Fig. 1: run 1, port wiring
Scale bar: 20 um.
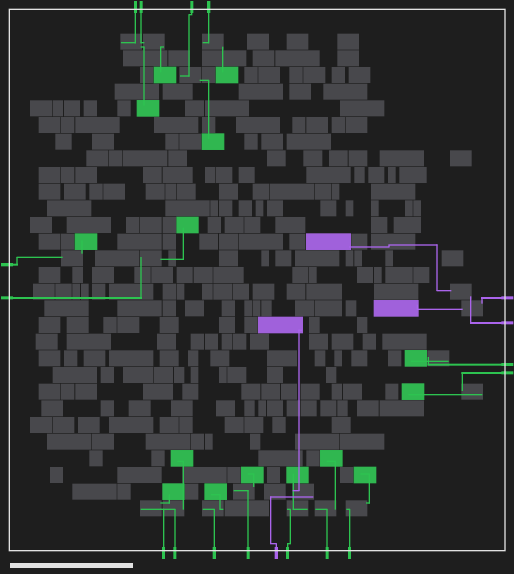
Fig. 2: run 1, met1 routing
Supply wires on this layer in grey.
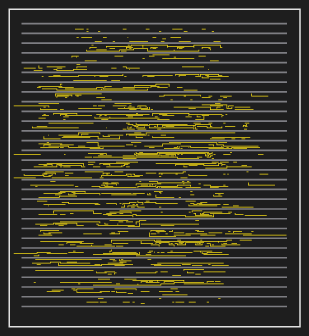
Fig. 3: run 1, metal layers overlaid
Two of the layers only.
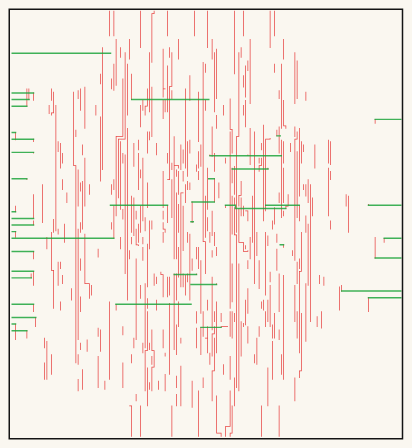
--- src/rtl/hf_pkg.sv ---
// Shared constants and enums for the HF Huffman encoder/decoder pair.
// Symbol indices are common to both ends of the link.
package hf_pkg;

    localparam int HF_NSYM   = 5;
    localparam int HF_MAXLEN = 4;
    localparam int HF_CODE_W = 4;
    localparam int HF_LEN_W  = 3;

    typedef enum logic [2:0] {
        SYM_A = 3'd0,
        SYM_B = 3'd1,
        SYM_C = 3'd2,
        SYM_D = 3'd3,
        SYM_E = 3'd4
    } hf_sym_e;

    typedef enum logic {
        IDLE = 1'b0,
        RUN  = 1'b1
    } hf_state_e;

endpackage

--- src/rtl/hf_code_match.sv ---
// Compares the candidate accumulator against one table entry.
// A length outside 1..4 marks the symbol unused, so it never matches.
module hf_code_match
    import hf_pkg::*;
(
    input  logic [HF_CODE_W-1:0] acc_n,
    input  logic [HF_LEN_W-1:0]  cnt_n,
    input  logic [HF_CODE_W-1:0] code,
    input  logic [HF_LEN_W-1:0]  len,
    output logic                 match
);

    logic [HF_CODE_W-1:0] mask;

    always_comb begin
        mask = '0;
        case (len)
            3'd1:    mask = 4'b0001;
            3'd2:    mask = 4'b0011;
            3'd3:    mask = 4'b0111;
            3'd4:    mask = 4'b1111;
            default: mask = 4'b0000;
        endcase
        match = (mask != '0) && (len == cnt_n) && ((acc_n & mask) == (code & mask));
    end

endmodule

--- src/rtl/hf_decoder.sv ---
// Serial Huffman decoder: loads a 5-symbol code table, then consumes one
// bit per cycle (code MSB first) and emits a symbol index or an error pulse.
module hf_decoder
    import hf_pkg::*;
(
    input  logic                          clk,
    input  logic                          rst_n,
    input  logic                          in_valid,
    input  logic [HF_NSYM*HF_CODE_W-1:0]  code_table,
    input  logic [HF_NSYM*HF_LEN_W-1:0]   code_len,
    input  logic                          bit_valid,
    input  logic                          bit_in,
    output logic                          out_valid,
    output logic [2:0]                    out_symbol,
    output logic                          err,
    output logic                          table_ok
);

    hf_state_e                     state_q;
    logic [HF_NSYM*HF_CODE_W-1:0]  code_q;
    logic [HF_NSYM*HF_LEN_W-1:0]   len_q;
    logic [HF_CODE_W-1:0]          acc_q;
    logic [HF_LEN_W-1:0]           cnt_q;

    logic [HF_CODE_W-1:0]          acc_n;
    logic [HF_LEN_W-1:0]           cnt_n;
    logic [HF_NSYM-1:0]            match;
    logic                          hit;
    hf_sym_e                       hit_idx;

    assign acc_n = {acc_q[HF_CODE_W-2:0], bit_in};
    assign cnt_n = cnt_q + 3'd1;

    // Symbol 0 sits in the most significant nibble / length field.
    for (genvar g = 0; g < HF_NSYM; g++) begin : g_match
        hf_code_match u_match (
            .acc_n (acc_n),
            .cnt_n (cnt_n),
            .code  (code_q[(HF_NSYM-1-g)*HF_CODE_W +: HF_CODE_W]),
            .len   (len_q[(HF_NSYM-1-g)*HF_LEN_W +: HF_LEN_W]),
            .match (match[g])
        );
    end

    // Descending scan so the lowest matching index overwrites the others.
    always_comb begin
        hit     = 1'b0;
        hit_idx = SYM_A;
        for (int i = HF_NSYM - 1; i >= 0; i--) begin
            if (match[i]) begin
                hit     = 1'b1;
                hit_idx = hf_sym_e'(i[2:0]);
            end
        end
    end

    always_ff @(posedge clk) begin
        if (!rst_n) begin
            state_q    <= IDLE;
            code_q     <= '0;
            len_q      <= '0;
            acc_q      <= '0;
            cnt_q      <= '0;
            out_valid  <= 1'b0;
            out_symbol <= '0;
            err        <= 1'b0;
            table_ok   <= 1'b0;
        end else begin
            out_valid  <= 1'b0;
            out_symbol <= '0;
            err        <= 1'b0;
            if (in_valid) begin
                // A load always wins; any partial code and concurrent bit are dropped.
                code_q   <= code_table;
                len_q    <= code_len;
                acc_q    <= '0;
                cnt_q    <= '0;
                state_q  <= RUN;
                table_ok <= 1'b1;
            end else if (state_q == RUN && bit_valid) begin
                if (hit) begin
                    out_valid  <= 1'b1;
                    out_symbol <= hit_idx;
                    acc_q      <= '0;
                    cnt_q      <= '0;
                end else if (cnt_n == 3'(HF_MAXLEN)) begin
                    err   <= 1'b1;
                    acc_q <= '0;
                    cnt_q <= '0;
                end else begin
                    acc_q <= acc_n;
                    cnt_q <= cnt_n;
                end
            end
        end
    end

endmodule

--- config.mk ---
export PLATFORM = sky130hd
export DESIGN_NAME = hf_decoder
export DESIGN_NICKNAME = d
export VERILOG_FILES = /design/src/rtl/hf_pkg.sv /design/src/rtl/hf_code_match.sv /design/src/rtl/hf_decoder.sv
export SDC_FILE = /design/constraint.sdc
export NUM_CORES = 1
export LEC_CHECK = 0
export CAP_MARGIN = 30
export CORE_ASPECT_RATIO = 1.1
export CORE_MARGIN = 3
export CORE_UTILIZATION = 40
export CTS_CLUSTER_DIAMETER = 40
export DETAILED_ROUTE_END_ITERATION = 12
export PLACE_DENSITY = 0.69
export SLEW_MARGIN = 20
export SYNTH_ARGS = -nofsm -noshare
export SYNTH_HDL_FRONTEND = slang
export SYNTH_SLANG_ARGS = --single-unit
--- constraint.sdc ---
create_clock -name clk -period 2.5 [get_ports clk]
set_input_delay 0.75 -clock clk [delete_from_list [all_inputs] [get_ports clk]]
set_output_delay 0.75 -clock clk [all_outputs]
set_load 0.02 [all_outputs]
==> run notes, run 1 <==
run results: overall die height=88.1 um, PortBufs=45, floorplan die area=7110 um^2, Top power group=sequential cells, TritonCTS clock tree=built, count of filler cells inserted in the layout=550, CTS buffer count=5, chip area from the yosys synthesis statistics=2450 um^2, Post-layout nets=346, largest clock skew in the final design=6.47 ps, Final TNS setup=0 ps, drc violations=0, met1 GRT Util=20.6%, final tally of hold violations=0, clock network fraction of design power=roughly 32%, power attributed to sequential cells=0.823 mW, cells in synth_stat.txt=258, total of flip-flops plus latches after synthesis=47, result of the run=finished clean, gate count of the mapped netlist=258, number of placed instances with taps included=373, area post-placement=2980 um^2, Post-Route WL=between 5000 and 6000 um, final cell count without fillers=around 380
About Fig. 1:
Key: purple = `out_symbol` [direction output, edge 2 right, 1 bottom, end cells 3, buffers 3, wire 90.0 um]; green = `code_len` [direction input, edge 7 bottom, 4 top, 2 right, 2 left, end cells 15, buffers 15, wire 252 um]

About Fig. 2:
The longest straight run is 25.3 um. The layer carries 2420 um of wire. The wires run mostly horizontal. 308 nets have wire on it.

About Fig. 3:
Key: green = metal 3 [wire length 246 um]; red = metal 2 [wire length 2390 um]

run 1: final timing paths:
| check | to | startpoint | cells past startpoint |
|---|---|---|---|
| worst min-delay path | cnt_q[1] | cnt_q[1] | 2 |
| worst min register to register | cnt_q[1] | cnt_q[1] | 2 |
| worst max-delay path | out_symbol[2] | cnt_q[0] | 7 |
| worst max register to register | out_symbol[2] | cnt_q[0] | 7 |
run 1: state kept, by name (all words and copies together), names as in the netlist:
signal and count:
out_valid 1, cnt_q 3, acc_q 3, code_q 20
out_symbol 3, err 1, len_q 15, state_q 1
run 1: routing by layer:
layer,part of all wire (%),vias to the layer above
li1,-,983
met1,47,862
met2,47,50
met3,4.8,9
met4,1.7,0
met5,0,-
run 1: final cells by class:
cell class                 count  area share, %
multi-input combinational    191           45.8
tap                           77           3.12
clock inverter                 1          0.243
timing repair buffer          55           16.9
inverter                       3          0.365
sequential                    47           30.5
clock buffer                   7           3.12
run 1: logic make-up (layout without fill, tap and decap cells):
kind of cell,count (synthesis),count (layout),synth area share [%]
xor+xnor,29,29,10.4
compound gates,33,33,8.87
fa+ha+maj,3,3,1.53
mux,36,36,14.7
flops,47,47,38.3
buf+inv,20,66,3.98
simple gates,90,90,22.2
run 1: repair_timing:
item / 4_1_cts / 5_1_grt
resized: 0 / 0
setup endpoints to repair: 0 / 1
hold endpoints to repair: 0 / 0
buffers inserted: 0 / 0
run 1: worst max-delay path, stage by stage (launching register included):
cell                       delay, ps
sky130_fd_sc_hd__dfxtp_1         320
sky130_fd_sc_hd__ha_1            210
sky130_fd_sc_hd__ha_1            410
sky130_fd_sc_hd__or4b_1          510
sky130_fd_sc_hd__a21oi_1         160
sky130_fd_sc_hd__a21oi_1         120
sky130_fd_sc_hd__nor3_4          310
sky130_fd_sc_hd__and4bb_1        240
==> inputs of run 2 (changes only) <==
Settings changed: HOLD_SLACK_MARGIN set to 0.02.
==> run notes, run 2 <==
run results: result of the run=finished clean, MUX share of area=14.7% (unchanged), largest net degree at the start of global routing=37, # resized after CTS=0 (unchanged), overall die height=88.1 um (unchanged), Post-Route WL=5140 um (unchanged), uppermost layer routed=met4, max reg flops=20 (unchanged), cell family contributing the most delay on the critical path=simple AND/OR/NAND/NOR gates, Final TNS setup=0 ps (unchanged), adder-cell share of the synthesized area=1.53% (unchanged), drc violations=0 (unchanged), syn_area_per_cell=9.51 um^2, clock network fraction of design power=32.0% (about the same), total of flip-flops plus latches after synthesis=47 (unchanged), setup bufs post-CTS=0 (unchanged), XOR/XNOR Area Share=10.4% (unchanged), met2 wire length=2390 um (unchanged), Inserted Diodes=0, cells in synth_stat.txt=258 (unchanged), CP max stage delay=510 ps (about the same), Synth area leaders=sky130_fd_sc_hd__dfxtp_1, sky130_fd_sc_hd__mux2i_1, sky130_fd_sc_hd__nor2b_1, register with the most flip-flops=code_q, via count=1904, worst path bufs/invs=0 (unchanged), CTS buffer count=5 (unchanged), buffers from clock root to sink, at most=2, Regs by FF count=code_q: 20 flops, len_q: 15 flops, largest clock skew in the final design=6.47 ps (unchanged), biggest combinational cell group after synthesis=simple AND/OR/NAND/NOR gates, floorplan die area=7110 um^2 (unchanged), chip area from the yosys synthesis statistics=2450 um^2 (unchanged), met3 wire length=246 um (unchanged), final tally of hold violations=0 (unchanged), met1 GRT Util=20.6% (unchanged), fraction of the mapped netlist area in compound gates=8.87% (unchanged), detailed router's first-iteration violation count=about 86, top_reg_cell synth=sky130_fd_sc_hd__dfxtp_1, cell chain of the critical path=ha_1 > ha_1 > or4b_1 > a21oi_1 > a21oi_1 > nor3_4 > and4bb_1, Unique masters post-synth=39, wl on met1=2420 um (unchanged), average vias per placed instance=roughly 5, gate count of the mapped netlist=258 (unchanged), synthesized-area fraction occupied by and/or/nand/nor cells=22.2% (unchanged)
==> run 2: cell counts after synthesis <==
Identical to the previous run, type by type.
==> run 2: worst paths after layout <==
path | from | to | cells past startpoint
max | cnt_q[0] | out_symbol[2] | 7
min | cnt_q[1] | cnt_q[1] | 2
max reg2reg | cnt_q[0] | out_symbol[2] | 7
min reg2reg | cnt_q[1] | cnt_q[1] | 2
==> run 2: metrics by stage <==
| stage | instance area [um^2] | setup WS [ps] | hold WS [ps] | total power, mW | instances |
|---|---|---|---|---|---|
| 6_report | 3090 | 189 | 471 | 1.57 | 381 |
| 5_1_grt | 3090 | 67.4 | 500 | 1.65 | 381 |
| 4_1_cts | 3090 | 103 | 473 | 1.60 | 381 |
| 3_5_place_dp | 2980 | 4.09 | 457 | 1.09 | 373 |
| 3_3_place_gp | 2980 | 13.1 | 446 | 1.09 | 373 |
| 2_1_floorplan | 2450 | 357 | 429 | 0.988 | 258 |
==> run 2: layout make-up <==
| class | count | area (um^2) |
|---|---|---|
| repair buffers | 55 | 520 |
| well taps | 77 | 96.3 |
| clock inverters | 1 | 7.51 |
| clock buffers | 7 | 96.3 |
| fillers | 550 | 2750 |
| flip-flops and latches | 47 | 941 |
| inverters | 3 | 11.3 |
| multi-input cells | 191 | 1420 |
==> run 2: power groups by stage <==
| stage | clock network, mW | logic, mW | registers [mW] |
|---|---|---|---|
| after CTS | 0.525 | 0.250 | 0.823 |
| after floorplan | 0 | 0.159 | 0.829 |
| after global placement | 0 | 0.245 | 0.840 |
| final | 0.503 | 0.247 | 0.823 |
| after global routing | 0.549 | 0.274 | 0.829 |
| after detailed placement | 0 | 0.249 | 0.841 |
Fig. 4: run 2, metal layers overlaid
Two of the layers only.
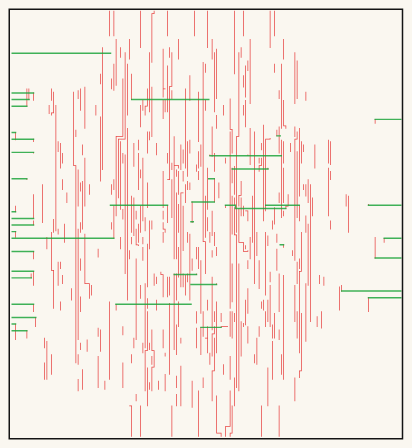
Key: red = metal 2 [wire length 2390 um]; green = metal 3 [wire length 246 um]

Fig. 5: run 2, port wiring
Scale bar: 20 um.
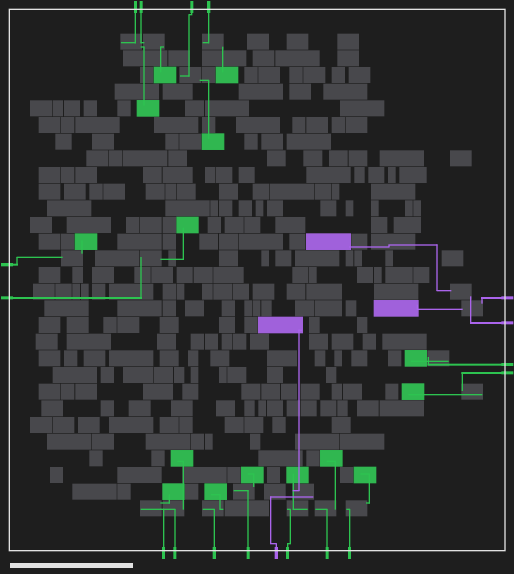
Key: green = `code_len` [direction input, edge 7 bottom, 4 top, 2 right, 2 left, end cells 15, buffers 15, wire 252 um]; purple = `out_symbol` [direction output, edge 2 right, 1 bottom, end cells 3, buffers 3, wire 90.0 um]

Fig. 6: run 2, close-up of the layout
Scale bar: 10 um. Window x 25 to 55, y 29 to 59 um. Cells in grey, sequential cells in the stronger grey; small squares are vias.
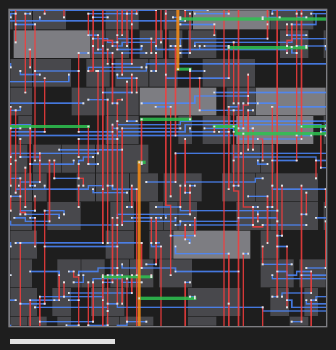
Key: green = metal 3; red = metal 2; orange = metal 4; blue = metal 1
71 logic cells have their middle in the window. Sequential cells in the window: 6. Netlist names of flops here include `acc_q` (2), `out_symbol` (2). Most frequent: xor2_1 (10), nand2_1 (6), dfxtp_1 (6).

No activity file was given, so power comes from the tool's default toggle rates.
